==> config.mk <==
export PLATFORM = sky130hd
export DESIGN_NAME = uart_tx
export DESIGN_NICKNAME = d
export VERILOG_FILES = /design/src/rtl/uart_tx.sv
export SDC_FILE = /design/constraint.sdc
export NUM_CORES = 1
export LEC_CHECK = 0
export ABC_AREA = 1
export ABC_CLOCK_PERIOD_IN_PS = 3600
export CORE_MARGIN = 10
export CORE_UTILIZATION = 35
export CTS_CLUSTER_SIZE = 16
export DETAILED_ROUTE_END_ITERATION = 16
export MAX_ROUTING_LAYER = met4
export PLACE_DENSITY = 0.59
export RECOVER_POWER = 25
export SLEW_MARGIN = 0
export SYNTH_ARGS = -nofsm -noshare
export SYNTH_HDL_FRONTEND = slang
export SYNTH_SLANG_ARGS = --single-unit
==> constraint.sdc <==
create_clock -name clk -period 3.6 [get_ports clk]
set_input_delay 0.9 -clock clk [delete_from_list [all_inputs] [get_ports clk]]
set_output_delay 0.9 -clock clk [all_outputs]
set_load 0.02 [all_outputs]
**Signal wires on met2**

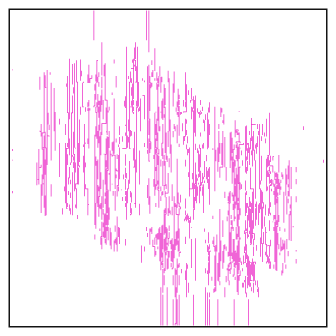
wire length on this layer: 5870 um
nets with wire on the layer: 514
longest straight run: 46.1 um
WL final: 12300 um
via count: 4067
met2 usage: 21.1%

**Track usage over the die**

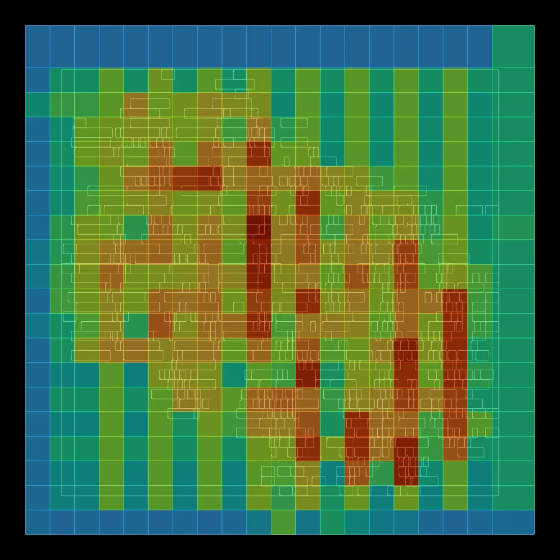
Avg WL per Cell: 15.0 um
Global Route met1 Usage: 14.7%

==> metrics.cfg <==
[clock_network]
htree_levels = 3
cts-resized-gates = 0
clkSinkCount = 109
cts_setup_buffers = 0
cts_hold_buf = 0
cts_tree = yes
clk_pin_slew_worst_paths_ps = 70

[pwr]
p_seq_share_pct = 34.7
p_sw_uw = 2190
swShare_pct = 43.9

[layout]
nNetsFinal = 676
nFillCells = 1421
finalInstanceArea_mm2 = 0.00607
insertedDiodeCount = 0
drive_gt1_share_pct = 6.32
largest_reg_flops = 64
syn_to_final_growth_pct = 14.7

[worst_setup_path]
crit_fanout = 6
rr_worst_depth = 16
cp-end-kind = flop

[die]
die_y_um = 143
fp_util_pct = 36.0
die_w_um = 143
die-area_mm2 = 0.0204
coreArea_mm2 = 0.0147

[timing]
relSlewSlack_pct = 40.5
fin_worst_skew_ps = 6.39
hold_viol_final = 0
max_freq_ghz = 0.329
worst_hold_slack_ps = 434
fin_crit_ps = 3040

[synth]
flop_cell = edfxtp_1
ys_area_mm2 = 0.00530
netlist_instances = 600
synth_cell_types = 38
topCellsByArea = edfxtp_1 36%, dfxtp_1 17%, nand2_1 6.6%
synth_area_mm2 = 0.00530
ys.flops = 109

[worst_hold_path]
holdCritPathClass = reg2reg
whs_path_depth = 1

[run_status]
status = finished clean

[global_route]
grt_usage_pct = 12.9
grt_pass1_vias = 4083
grt-ovfl-total = 0
grt_pass1_wl_um = 20200
grt_max_degree = 34
use_met3_pct = 4.01
antenna_found_initial = 0

[placed_design]
numPortBuffers = 35

## final cells by class
class                   count  area, um^2  share of cell area (%)
flip-flops and latches    109        2820                    46.5
multi-input cells         409        2130                    35.1
repair buffers             40         388                    6.39
clock buffers              11         233                    3.83
well taps                 184         230                    3.79
inverters                  59         221                    3.65
clock inverters             5        42.5                   0.701
## power by group through the flow
stage	combinational (uW)	clock, uW	sequential [uW]
finish	2310	947	1730
global route	2630	1040	1760
CTS	2310	972	1730
detailed placement	2290	0	1760
global placement	2260	0	1750
floorplan	1800	0	1710
## layer usage
layer  up-vias  wire, um  share of wire, %
li1       2077         -                 -
met1      1911      5510                45
met2        60      5870                48
met3        19       626               5.1
met4         0       250               2.0
met5         -         0                 0
## kinds of logic (layout without fill, tap and decap cells)
family	count (synthesis)	count (layout)	synth area share, %
AOI/OAI and AO/OA	123	123	13.0
xor gates and xnor gates	9	9	1.49
adders and majority gates	17	17	4.16
buffers and inverters	82	115	6.40
DFF	109	109	53.3
and+or+nand+nor	260	260	21.6
## cell usage in the layout (no fill, tap or decap), types with 12 or more instances in the layout
cell / count
nand3_1: 40
nand4_1: 12
o211ai_1: 15
inv_1: 56
nand2_1: 93
edfxtp_1: 64
a21oi_1: 44
ha_1: 16
dfxtp_1: 45
nor2_1: 92
o21ai_0: 46
clkdlybuf4s50_1: 29
## per-stage QoR
stage / utilization, % / std cells / total power, uW
floorplan: - / 600 / 3510
CTS: 41.3 / 817 / 5010
detailed placement: 39.4 / 801 / 4050
finish: 41.3 / 817 / 4980
global route: 41.3 / 817 / 5430
global placement: 39.4 / 801 / 4010
## critical path: stages
cell	delay (ps)
clkdlybuf4s50_1	480
nand2_1	120
nor2_1	290
inv_1	170
ha_1	240
inv_1	130
ha_1	240
nand2_1	70
nand2_1	50
a21oi_1	160
nor2_1	60
nor2_1	80
nand2_1	70
o21ai_0	150
a21oi_1	60
Power is estimated from default activity; no workload was simulated.
